Design reverse_arbiter_flat, sky130hd; sources not shown.
==> run_1/final_placement.png <==
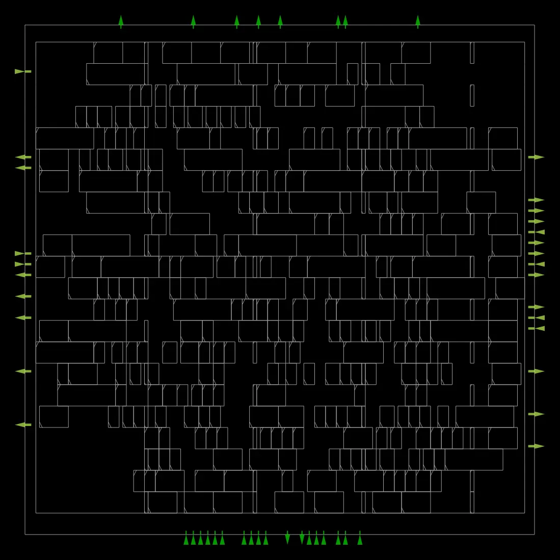
placeable core region: 3716 um^2
flip-flop and latch count: 27
floorplan row count: 22
count of inserted tapcells: 48
total of fill cells in the finished design: 373

==> run_1/port_nets.png <==
Scale: 4 px per um.
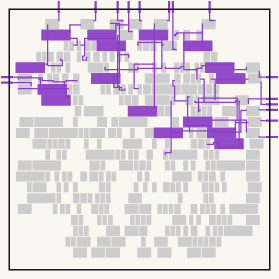
bus_done_cnt -> purple  # bits 16, direction output, edge 8 top, 6 right, 2 left, end cells 16, buffers 16, wire 467 um
number of top-level pins: 51
Port Buf Inserts: 50

==> run_1/pins.png <==
Scale: 8 px per um. Pins as bars across the die edge, other pins in gray.
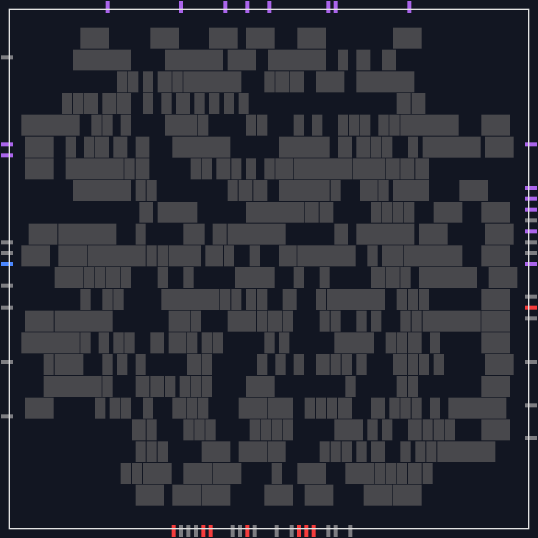
bus_req0_word -> red  # pins 8, direction input, edge 7 bottom, 1 right
bus_out_src -> blue  # pins 1, direction output, edge left
bus_done_cnt -> purple  # pins 16, direction output, edge 8 top, 6 right, 2 left
all pins by edge = 18 bottom, 15 right, 10 left, 8 top
die x size: 64.73 um
Die Span Y: 64.73 um

==> run_1/met2.png <==
Scale: 8 px per um.
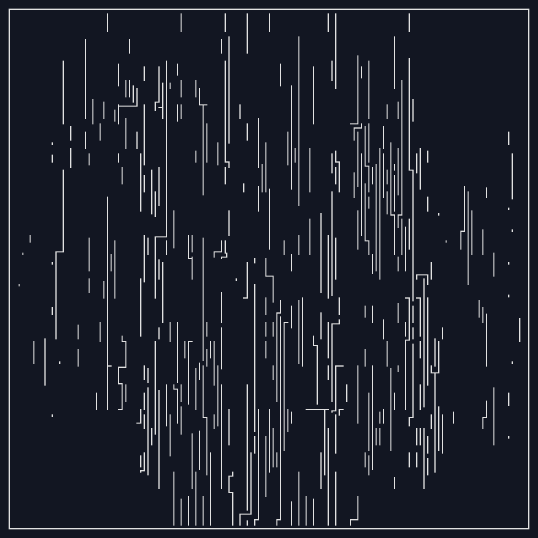
share of all routed wire = 44%
longest straight run = 26.5 um
main direction = vertical
nets with wire on the layer = 227
wire length on this layer = 1520 um
detailed-route via count: 1568
total detailed-routing wirelength: 3422 um

==> CHANGELOG.md <==
## Implementation

* # placed instances at 346
* Worst hold path class: register to register
* Crit start category: input port
* Fraction of synthesis flops using an asynchronous set or reset pin at 0
* Synthesized instance count at 251
* Routability congestion estimate at between 0.8 and 0.9
* Minimum setup slack after placement at 0.4409 ns
* Gate family responsible for the most delay along the worst path: buffers and inverters
* Final Non-Filler Cells at 350
* Total gr overflow at 0
* Least-Margin Pin Slew at 0.9523 ns
* Total of cells resized after clock tree synthesis at 0
* CTS Root Buffer Type: sky130_fd_sc_hd__clkbuf_8
* Proportion of cell area spent on the clock network at 0.02162
* Area growth from synthesis to layout at 36.01%
* Final clock period utilization by the worst path at 0.8589
* Multi-input combinational cell area at 833.3 um^2
* Post-DP HPWL at approximately 2600 um
* Multi-input combinational area share at 0.3892
* Maximum number of pins on one net before global-route repair at 28
* Number of warnings issued by yosys at 0
* Worst Hold Depth at 2
* Residual antenna-violating net count after detailed routing at 0
* Initial core utilization at 0.4236
* Worst relative slew slack at 0.3652
* Highest routed layer: met4
* Cell class with the largest area share: logic gates
* Outcome: complete, no violations
* Total power consumption of the routed design at 0.8901 mW
* Most used routing layer in global routing: met2
* Tally of max-capacitance violations at 0
* Post-CTS setup buffer count at 0
* Wire length per cell at 9.777 um
* Cts hold-fix bufs at 0
* Max-slew violation total from the final report at 0
* Register-to-Register Setup Slack at 1.27 ns
* Maximum achievable frequency at 429.6 MHz
* Number of synthesized register bits at 27
* Area leader, netlist: sky130_fd_sc_hd__dfxtp_1
* Sequential fraction of the synthesis area at 0.3434
* Non-clock buffer count in the final layout at 53
* Number of synthesized flops with an enable pin at 0
* Count of multi-input gates at 181
* Synth Area per Inst at 6.271 um^2
* Residual DRC count at 0
* Routed metal-1 wirelength at 1741 um
* Clkbuf count at 3
* Leading cell types by total area after synthesis: sky130_fd_sc_hd__dfxtp_1, sky130_fd_sc_hd__nand2_1, sky130_fd_sc_hd__inv_1
* Final count of hold timing violations at 0
* TritonCTS clock tree: yes
* Endpoint required time on the critical path at 2.44 ns
* Clock insertion delay at the later pin of the skew report at 0.27 ns
* Dominant Register Cell: sky130_fd_sc_hd__dfxtp_1
* Area taken by flip-flops and latches at 540.5 um^2
* Net count entering floorplan at 275
* Global-route wire length before repair at 6182 um
* Longest individual stage delay on the worst path at 0.67 ns
* Total buffers and inverters traversed by the critical path at 4
* Inverters at 37
* Clock slew at reported path FFs at about 0.090 ns
* Tool Warnings at 26
* Proportion of final cell area spent on non-clock buffers at 0.2425
* Overall Global Routing Usage at 0.1853
* Minimum clock period after layout at 2.328 ns
* Layout cell share with drive strength beyond 1 at 0.06291
* Count of unique library cells instantiated by Yosys at 24
* Final hold slack at between 0.4 and 0.5 ns
* Netlist area before placement at 1574 um^2
* Ant diodes at 0
* Leakage at 1.014 nW
* Power density cells at 415.8 nW/um^2
* Met3 layer wire length in the routed design at 133 um
* Number of H-tree branching levels at 1
* Clock Path Buffers at 2
* Critical path peak fanout at 11
* Clock buffers created by TritonCTS at 3
* Ranking of synthesized cells by instance count: sky130_fd_sc_hd__nand2_1, sky130_fd_sc_hd__inv_1, sky130_fd_sc_hd__dfxtp_1, sky130_fd_sc_hd__nor2_1, sky130_fd_sc_hd__o21ai_0
* CP Data Arrival Time at 2.06 ns
* Synthesis area per yosys at 1574 um^2
* Met3 routing resource usage after global routing at 0.04049
* Routed vias/inst at 4.480
* Critical path class: input port to output port
* Final layout net count at between 300 and 400
* RSZ-0062 raised after global routing: false
* Setup TNS Final at 0 ns
* Chip Area at 4190 um^2
* GR met1 Demand/Resource at 0.2301
* Worst clock skew at about 0.0022 ns
* IR Drop Worst-Case VDD at roughly 290 uV
* 1st-pass router iterations at 4
* Fraction of area in registers at 0.2525
* Final setup fails at 0
* Most used logic cell in the final layout: sky130_fd_sc_hd__nand2_1
* Largest register FFs at 16
* Length in cells of the worst reg-to-reg path at 6
* Sink count of the clock tree at 27
* Post-synthesis cell type with the largest instance count: sky130_fd_sc_hd__nand2_1
* Count of cell instances traversed by the critical path at 7
* Violation count after the first detailed-routing iteration at between 100 and 150
* Cell count in the Yosys report at 251
* Top-area cell share at 0.3434
* Worst path setup slack after routing at about 0.38 ns
* Sequence of cells on the critical path: dlygate4sd3_1 -> inv_1 -> nand2_2 -> nor2_4 -> inv_2 -> nor2_1 -> clkdlybuf4s50_1
* Via count of the first global-routing pass at 1479
* Worst path slowest cell: sky130_fd_sc_hd__clkdlybuf4s50_1
* Most common logic cells in the final layout: sky130_fd_sc_hd__nand2_1, sky130_fd_sc_hd__clkdlybuf4s50_1, sky130_fd_sc_hd__inv_1
* Endpoint type of the worst setup path: output port
* M2 GR Usage at 0.3151
* Detailed-routed wire length on met2 at 1520 um
* Initial antenna violation count at 0
## run 1: kinds of logic after synthesis
logic type               after synthesis  share of synthesized area
AND/OR/NAND/NOR                      149                     0.4253
buffers and inverters                 43                     0.1224
AND-OR/OR-AND                         31                     0.1010
flip-flops                            27                     0.3434
adder cells (fa/ha/maj)                1                   0.007948
## run 1: power by group
group	internal, mW	total [mW]	switching [mW]	leakage, nW
Clock	0.103	0.226	0.123	0.0255
Combinational	0.0982	0.235	0.137	0.767
Sequential	0.418	0.430	0.0115	0.221
## run 1: metrics by stage
stage | util | instance area [um^2]
6_report | 0.5761 | 2141
3_5_place_dp | 0.5667 | 2106
5_1_grt | 0.5761 | 2141
2_1_floorplan | - | 1574
4_1_cts | 0.5791 | 2152
3_3_place_gp | 0.5667 | 2106
Power is estimated from default activity; no workload was simulated.
